### src/rtl/wb_uart_pkg.sv
// ---------------------------------------------------------------------------
// wb_uart_pkg
// Shared definitions for the Wishbone UART blocks (RX and TX).
//   - DIV_VAL_DEFAULT : bit period minus one, in clk cycles (115200 baud
//                       from the system clock).
//   - FIFO_DEPTH_DEFAULT : default receive FIFO depth.
//   - uart_state_e    : serial framing state encoding shared by RX and TX.
//   - ADDR_DATA / ADDR_STATUS : Wishbone register map (one address bit).
//   - packStatus()    : builds the STATUS register byte from its flags.
// ---------------------------------------------------------------------------
package wb_uart_pkg;

  localparam int DIV_VAL_DEFAULT    = 177;
  localparam int FIFO_DEPTH_DEFAULT = 4;

  typedef enum logic [1:0] {
    ST_IDLE  = 2'd0,
    ST_START = 2'd1,
    ST_DATA  = 2'd2,
    ST_STOP  = 2'd3
  } uart_state_e;

  localparam logic ADDR_DATA   = 1'b0;
  localparam logic ADDR_STATUS = 1'b1;

  // STATUS layout: {4'b0, overrun, frameErr, full, notEmpty}
  function automatic logic [7:0] packStatus(input logic overrun,
                                            input logic frameErr,
                                            input logic full,
                                            input logic empty);
    return {4'b0000, overrun, frameErr, full, ~empty};
  endfunction

endpackage

### src/rtl/wb_uart_rx_fifo.sv
// ---------------------------------------------------------------------------
// wb_uart_rx_fifo
// Small synchronous FIFO holding received bytes until software reads them.
// Pointers wrap naturally because DEPTH is a power of two; the occupancy
// counter is one bit wider than the pointers so full and empty are distinct.
//
// Ports
//   clk      in   clock, rising edge
//   rst      in   asynchronous active-high reset (FIFO becomes empty)
//   push_i   in   write data_i this cycle (ignored when full unless popping)
//   pop_i    in   drop the head entry this cycle (ignored when empty)
//   data_i   in   byte to write
//   data_o   out  current head entry (meaningless when empty_o)
//   full_o   out  FIFO holds DEPTH entries
//   empty_o  out  FIFO holds no entries
// ---------------------------------------------------------------------------
module wb_uart_rx_fifo #(
  parameter int DEPTH = 4,
  parameter int WIDTH = 8
) (
  input  logic             clk,
  input  logic             rst,
  input  logic             push_i,
  input  logic             pop_i,
  input  logic [WIDTH-1:0] data_i,
  output logic [WIDTH-1:0] data_o,
  output logic             full_o,
  output logic             empty_o
);

  localparam int AW = $clog2(DEPTH);
  localparam logic [AW:0] FullCount = (AW+1)'(DEPTH);

  logic [WIDTH-1:0] mem_q [DEPTH];
  logic [AW-1:0]    wrPtr_q, wrPtr_d;
  logic [AW-1:0]    rdPtr_q, rdPtr_d;
  logic [AW:0]      count_q, count_d;
  logic             doPush;
  logic             doPop;

  // A pop on a full FIFO frees a slot in the same cycle, so a simultaneous
  // push is still accepted and the occupancy stays unchanged.
  always_comb begin
    doPop   = pop_i && (count_q != '0);
    doPush  = push_i && ((count_q != FullCount) || doPop);
    wrPtr_d = wrPtr_q;
    rdPtr_d = rdPtr_q;
    count_d = count_q;
    if (doPush) begin
      wrPtr_d = wrPtr_q + 1'b1;
    end
    if (doPop) begin
      rdPtr_d = rdPtr_q + 1'b1;
    end
    if (doPush && !doPop) begin
      count_d = count_q + 1'b1;
    end else if (!doPush && doPop) begin
      count_d = count_q - 1'b1;
    end
  end

  always_ff @(posedge clk or posedge rst) begin
    if (rst) begin
      wrPtr_q <= '0;
      rdPtr_q <= '0;
      count_q <= '0;
    end else begin
      wrPtr_q <= wrPtr_d;
      rdPtr_q <= rdPtr_d;
      count_q <= count_d;
    end
  end

  // Storage needs no reset: entries are only visible once counted.
  always_ff @(posedge clk) begin
    if (doPush) begin
      mem_q[wrPtr_q] <= data_i;
    end
  end

  assign data_o  = mem_q[rdPtr_q];
  assign full_o  = (count_q == FullCount);
  assign empty_o = (count_q == '0);

endmodule

### src/rtl/wb_uart_rx.sv
// ---------------------------------------------------------------------------
// wb_uart_rx
// 8N1 UART receiver with a small receive FIFO behind a Wishbone slave.
// The serial line is synchronised, framed by a mid-bit sampling FSM, and
// completed bytes are queued.  Software reads DATA to pop the queue and
// STATUS to read (and clear) the sticky error flags.
//
// Parameters
//   DIV_VAL     bit period minus one, in clk cycles
//   FIFO_DEPTH  receive FIFO entries (power of two, >= 2)
//
// Ports
//   clk        in   clock, rising edge
//   rst        in   asynchronous active-high reset
//   i_wb_cyc   in   Wishbone cycle
//   i_wb_stb   in   Wishbone strobe
//   i_wb_we    in   Wishbone write enable (writes are acked and ignored)
//   i_wb_addr  in   0 = DATA, 1 = STATUS
//   o_wb_data  out  read data, valid while o_wb_ack is high
//   o_wb_ack   out  one-cycle acknowledge per access
//   uart_rx    in   serial line, idle high, LSB first
//   o_rx_irq   out  high while the FIFO holds at least one byte
// ---------------------------------------------------------------------------
module wb_uart_rx
  import wb_uart_pkg::*;
#(
  parameter int DIV_VAL    = DIV_VAL_DEFAULT,
  parameter int FIFO_DEPTH = FIFO_DEPTH_DEFAULT
) (
  input  logic       clk,
  input  logic       rst,
  input  logic       i_wb_cyc,
  input  logic       i_wb_stb,
  input  logic       i_wb_we,
  input  logic       i_wb_addr,
  output logic [7:0] o_wb_data,
  output logic       o_wb_ack,
  input  logic       uart_rx,
  output logic       o_rx_irq
);

  localparam int CW = $clog2(DIV_VAL + 1);
  localparam logic [CW-1:0] DivLast = CW'(DIV_VAL);
  localparam logic [CW-1:0] DivHalf = CW'(DIV_VAL / 2);

  // Serial side
  logic            rxMeta_q;
  logic            rxS_q;
  uart_state_e     state_q, state_d;
  logic [CW-1:0]   divCnt_q, divCnt_d;
  logic [2:0]      bitIdx_q, bitIdx_d;
  logic [7:0]      shift_q, shift_d;
  logic            pushReq;
  logic            frameErrSet;

  // Bus side
  logic            ack_q, ack_d;
  logic [7:0]      wbData_q, wbData_d;
  logic            overrun_q, overrun_d;
  logic            frameErr_q, frameErr_d;
  logic            wbReq;
  logic            dataRead;
  logic            statusRead;
  logic            overrunSet;

  // FIFO
  logic            fifoPop;
  logic [7:0]      fifoData;
  logic            fifoFull;
  logic            fifoEmpty;

  // Two-flop synchroniser; resets to the idle (high) line level so a reset
  // release never looks like a start bit.
  always_ff @(posedge clk or posedge rst) begin
    if (rst) begin
      rxMeta_q <= 1'b1;
      rxS_q    <= 1'b1;
    end else begin
      rxMeta_q <= uart_rx;
      rxS_q    <= rxMeta_q;
    end
  end

  always_ff @(posedge clk or posedge rst) begin
    if (rst) begin
      state_q  <= ST_IDLE;
      divCnt_q <= '0;
      bitIdx_q <= '0;
      shift_q  <= '0;
    end else begin
      state_q  <= state_d;
      divCnt_q <= divCnt_d;
      bitIdx_q <= bitIdx_d;
      shift_q  <= shift_d;
    end
  end

  // START waits half a bit to re-check the line in the middle of the start
  // bit (glitch reject); after that every sample lands mid-bit because DATA
  // and STOP wait a full bit period each.  Bits shift in from the top so the
  // first bit received ends up in bit 0.
  always_comb begin
    state_d     = state_q;
    divCnt_d    = divCnt_q;
    bitIdx_d    = bitIdx_q;
    shift_d     = shift_q;
    pushReq     = 1'b0;
    frameErrSet = 1'b0;
    case (state_q)
      ST_IDLE: begin
        divCnt_d = '0;
        bitIdx_d = '0;
        if (!rxS_q) begin
          state_d = ST_START;
        end
      end
      ST_START: begin
        if (divCnt_q == DivHalf) begin
          divCnt_d = '0;
          state_d  = rxS_q ? ST_IDLE : ST_DATA;
        end else begin
          divCnt_d = divCnt_q + 1'b1;
        end
      end
      ST_DATA: begin
        if (divCnt_q == DivLast) begin
          divCnt_d = '0;
          shift_d  = {rxS_q, shift_q[7:1]};
          bitIdx_d = bitIdx_q + 1'b1;
          if (bitIdx_q == 3'd7) begin
            state_d = ST_STOP;
          end
        end else begin
          divCnt_d = divCnt_q + 1'b1;
        end
      end
      ST_STOP: begin
        if (divCnt_q == DivLast) begin
          divCnt_d = '0;
          state_d  = ST_IDLE;
          if (rxS_q) begin
            pushReq = 1'b1;
          end else begin
            frameErrSet = 1'b1;
          end
        end else begin
          divCnt_d = divCnt_q + 1'b1;
        end
      end
      default: begin
        state_d = ST_IDLE;
      end
    endcase
  end

  wb_uart_rx_fifo #(
    .DEPTH (FIFO_DEPTH),
    .WIDTH (8)
  ) u_fifo (
    .clk     (clk),
    .rst     (rst),
    .push_i  (pushReq),
    .pop_i   (fifoPop),
    .data_i  (shift_q),
    .data_o  (fifoData),
    .full_o  (fifoFull),
    .empty_o (fifoEmpty)
  );

  // A request is taken on the cycle it is first seen and acked on the next,
  // so the read side effects (pop, flag clear) happen on the same edge that
  // captures o_wb_data.  A flag that sets on that same edge wins over the
  // clear so no error event is ever lost.
  always_comb begin
    wbReq      = i_wb_cyc & i_wb_stb & ~ack_q;
    dataRead   = wbReq & ~i_wb_we & (i_wb_addr == ADDR_DATA);
    statusRead = wbReq & ~i_wb_we & (i_wb_addr == ADDR_STATUS);
    fifoPop    = dataRead & ~fifoEmpty;
    overrunSet = pushReq & fifoFull & ~fifoPop;
    ack_d      = wbReq;
    wbData_d   = wbData_q;
    if (dataRead) begin
      wbData_d = fifoEmpty ? 8'h00 : fifoData;
    end else if (statusRead) begin
      wbData_d = packStatus(overrun_q, frameErr_q, fifoFull, fifoEmpty);
    end else if (wbReq) begin
      wbData_d = 8'h00;
    end
    overrun_d  = overrunSet  | (overrun_q  & ~statusRead);
    frameErr_d = frameErrSet | (frameErr_q & ~statusRead);
  end

  always_ff @(posedge clk or posedge rst) begin
    if (rst) begin
      ack_q      <= 1'b0;
      wbData_q   <= 8'h00;
      overrun_q  <= 1'b0;
      frameErr_q <= 1'b0;
    end else begin
      ack_q      <= ack_d;
      wbData_q   <= wbData_d;
      overrun_q  <= overrun_d;
      frameErr_q <= frameErr_d;
    end
  end

  assign o_wb_ack  = ack_q;
  assign o_wb_data = wbData_q;
  assign o_rx_irq  = ~fifoEmpty;

endmodule
### config.mk
export PLATFORM = sky130hd
export DESIGN_NAME = wb_uart_rx
export DESIGN_NICKNAME = d
export VERILOG_FILES = /design/src/rtl/wb_uart_pkg.sv /design/src/rtl/wb_uart_rx_fifo.sv /design/src/rtl/wb_uart_rx.sv
export SDC_FILE = /design/constraint.sdc
export NUM_CORES = 1
export LEC_CHECK = 0
export ABC_CLOCK_PERIOD_IN_PS = 4900
export CELL_PAD_IN_SITES_DETAIL_PLACEMENT = 0
export CELL_PAD_IN_SITES_GLOBAL_PLACEMENT = 1
export CORE_AREA = 2 2 112 71
export DETAILED_ROUTE_END_ITERATION = 6
export DIE_AREA = 0 0 114 73
export PLACE_DENSITY_LB_ADDON = 0.25
export SYNTH_ARGS = -nofsm -noshare
export SYNTH_HDL_FRONTEND = slang
export SYNTH_HIERARCHICAL = 1
export SYNTH_SLANG_ARGS = --single-unit
### constraint.sdc
create_clock -name clk -period 4.9 [get_ports clk]
set_input_delay 0.98 -clock clk [delete_from_list [all_inputs] [get_ports clk]]
set_output_delay 0.98 -clock clk [all_outputs]
set_load 0.005 [all_outputs]
util_map.png
The bar under the picture is 20 um long. The die is cut into 11 by 7 equal tiles; dark blue is low, red is high, 0 to 100% covered.
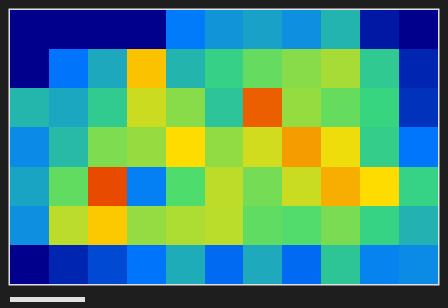
fullest tile	92%
nearly empty tiles	9.1%
mean over tiles	44%
tiles over 75% full	9.1%
Util after Layout: 50.3%
fp util: 42.9%

route_heat.png
The bar under the picture is 20 um long. The die is cut into 23 by 15 equal tiles; dark blue is low, red is high, scaled to the fullest tile. Values are wire area over tile area, all layers added.
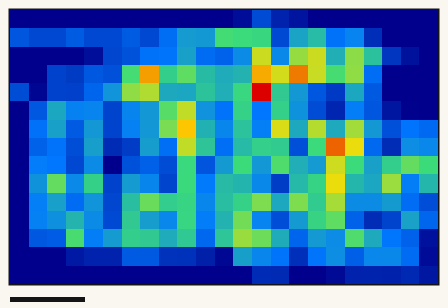
fullest tile	0.41
mean over tiles	0.11
tiles over half the peak	13%
emptiest ninth of the die	upper left
Overall Global Routing Usage: 15.8%
via count: 1810
average wire per standard cell: 17.3 um
total wire length: 5830 um

sizing.png
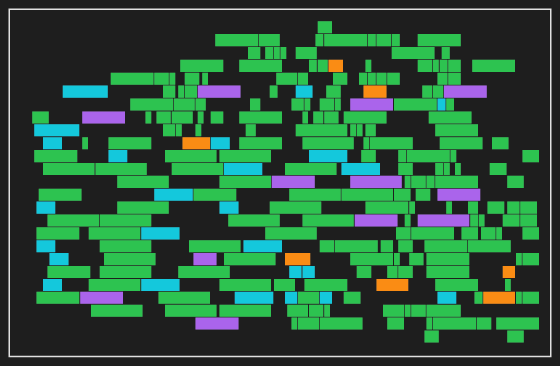
size	colour	cells
x1 and smaller	green	199
x3 and x4	orange	7
x2	cyan	25
x6 and larger	purple	12
post-route cell area: 0.00374 mm2
Area Overhead vs Synth: 17.3%
setup ws final: 1.51 ns
nonclk buf count: 17

## per-stage QoR
| stage | cells | instance area (um2) |
|---|---|---|
| after CTS | 337 | 3740 |
| after global placement | 321 | 3420 |
| final | 337 | 3740 |
| after global routing | 337 | 3740 |
| after detailed placement | 321 | 3420 |
| after floorplan | 220 | 3190 |
## Yosys cell counts (all sizes together), types with 2 or more instances
master	count
a21oi	7
a22oi	3
o21ai	4
a32oi	3
or3	4
nor2	7
a21boi	2
dfstp	2
inv	15
dfrtp	39
mux4	8
edfxtp	32
o311ai	3
xor2	4
mux2	10
nand4	2
nor4b	2
o211ai	3
buf	4
ha	10
xnor2	5
nand2	11
nor3	3
and3	2
nand3	4
nand3b	2
a22o	5
clkbuf	6
and2	4
nand2b	2
## path summary, 6_finish.rpt
check,endpoint,slack (ns)
worst max-delay path,u_fifo/count_q[2],1.51
worst min-delay path,rxS_q,0.36
worst max register to register,u_fifo/count_q[2],1.87
worst min register to register,rxS_q,0.36
max in group asynchronous,rxS_q,3.45
min in group asynchronous,u_fifo/count_q[0],0.93
## routing by layer
metal / global-route usage (%) / vias to the layer above / wire length (um)
li1: - / 856 / -
met4: 6.10 / 0 / 29
met1: 24.4 / 914 / 3240
met3: 6.40 / 2 / 280
met2: 19.4 / 38 / 2270
met5: 0 / - / 0
## power by group through the flow
stage	Clock [mW]	Combinational [mW]	Sequential, mW
3_3_place_gp	0	0.115	0.715
4_1_cts	0.704	0.116	0.703
2_1_floorplan	0	0.0937	0.686
3_5_place_dp	0	0.115	0.715
6_report	0.691	0.114	0.701
5_1_grt	0.740	0.125	0.708
## critical path, stage by stage
cell,delay [ns]
clkdlybuf4s50_1,0.45
nand3b_1,0.22
inv_1,0.33
nand2_1,0.12
inv_1,0.18
inv_1,0.10
a21boi_4,0.23
ha_1,0.21
inv_1,0.06
fa_1,0.37
xor2_1,0.15
nor2_1,0.10
xor2_1,0.14
## state kept, by name, summed over array words and instances (netlist names), named ones only
name	count
u_fifo/mem_q	32
divCnt_q	8
o_wb_data	8
shift_q	8
bitIdx_q	3
u_fifo/count_q	3
u_fifo/rdPtr_q	2
u_fifo/wrPtr_q	2
frameErr_q	1
o_wb_ack	1
overrun_q	1
rxMeta_q	1
rxS_q	1
state_q	1
## layout make-up
class	count	share of cell area (%)
repair buffers	17	4.48
clock inverters	6	2.17
inverters	15	1.51
clock buffers	10	6.39
flip-flops and latches	73	53.2
well taps	94	3.14
multi-input cells	122	29.1
## kinds of logic after synthesis
kind of cell,Yosys count,synth area share (%)
adders and majority gates,11,4.55
AOI/OAI and AO/OA,36,8.55
and+or+nand+nor,48,9.29
buffers and inverters,25,3.49
DFF,73,62.4
xor gates and xnor gates,9,2.47
muxes,18,9.29
==> Slide: Implementation Results <==
Flow Results at a Glance

Hold path
  • Hold Crit Start: rxMeta_q
  • Worst min-delay path class: reg2reg
  • Worst hold path stage count: 0

Power and ir drop
  • Sw Ratio: a little over a fifth
  • Peak supply drop: between 0.0002 and 0.00025 V
  • Comb power frac: between 7 and 8%
  • Register share of total power: a little under half
  • Switch Pwr: 0.325 mW

Cells and area
  • Most common cell after layout, fill and taps aside: dfrtp_1
  • Dominant logic cell types in the final layout: 39 x dfrtp_1, 32 x edfxtp_1, 16 x clkdlybuf4s50_1

Run status
  • Status: finished clean

Logic synthesis
  • Cells after Synth: 220
  • Mapped Nets: between 200 and 250
  • Syn Std Cell Area: ~0.0032 mm2
  • Area leader share: 30.6%
  • Syn Area/Cell: 14.5 um2
  • EDFF count, synth: 32
  • Synth Warn #: 6
  • YS chip area: 0.00319 mm2

Flow run
  • Count of tool warnings: 31

Setup path
  • Critical-path maximum fanout: 12
  • RR Startpoint: divCnt_q[2]
  • Worst R2R Path Depth: 9
  • Critical Path AT: 3.65 ns
  • Startpoint Class: input pin

Timing
  • Fin. max-slew vios: 0
  • Period minus WS final: 3.39 ns

Place
  • Worst slack at placement: 1.17 ns
  • Post-DP HPWL: 3940 um
  • Placer Congestion: roughly 0.69

Die
  • Core Area: between 0.007 and 0.008 mm2
  • Chip area: 0.00832 mm2

Global routing
  • First-pass GRT wire length: approximately 9400 um
  • Largest net degree at the start of global routing: 35

Clock tree
  • CTS clock-pin slew for the worst setup and hold paths: approximately 0.05 ns
  • CTS Hold Buffers Added: 0
  • Htree depth: 3
  • TritonCTS buffer count: 9
  • Max Buffers Root-to-Sink: 2
  • Root Driver: clkbuf_16
  • Skew-Pair Late Insertion Delay: about 0.33 ns

Routing
  • Residual DRC: 0
  • Post-DRT Antenna Nets: 0
Power figures rest on the tool's default switching activity, not on a simulated workload.
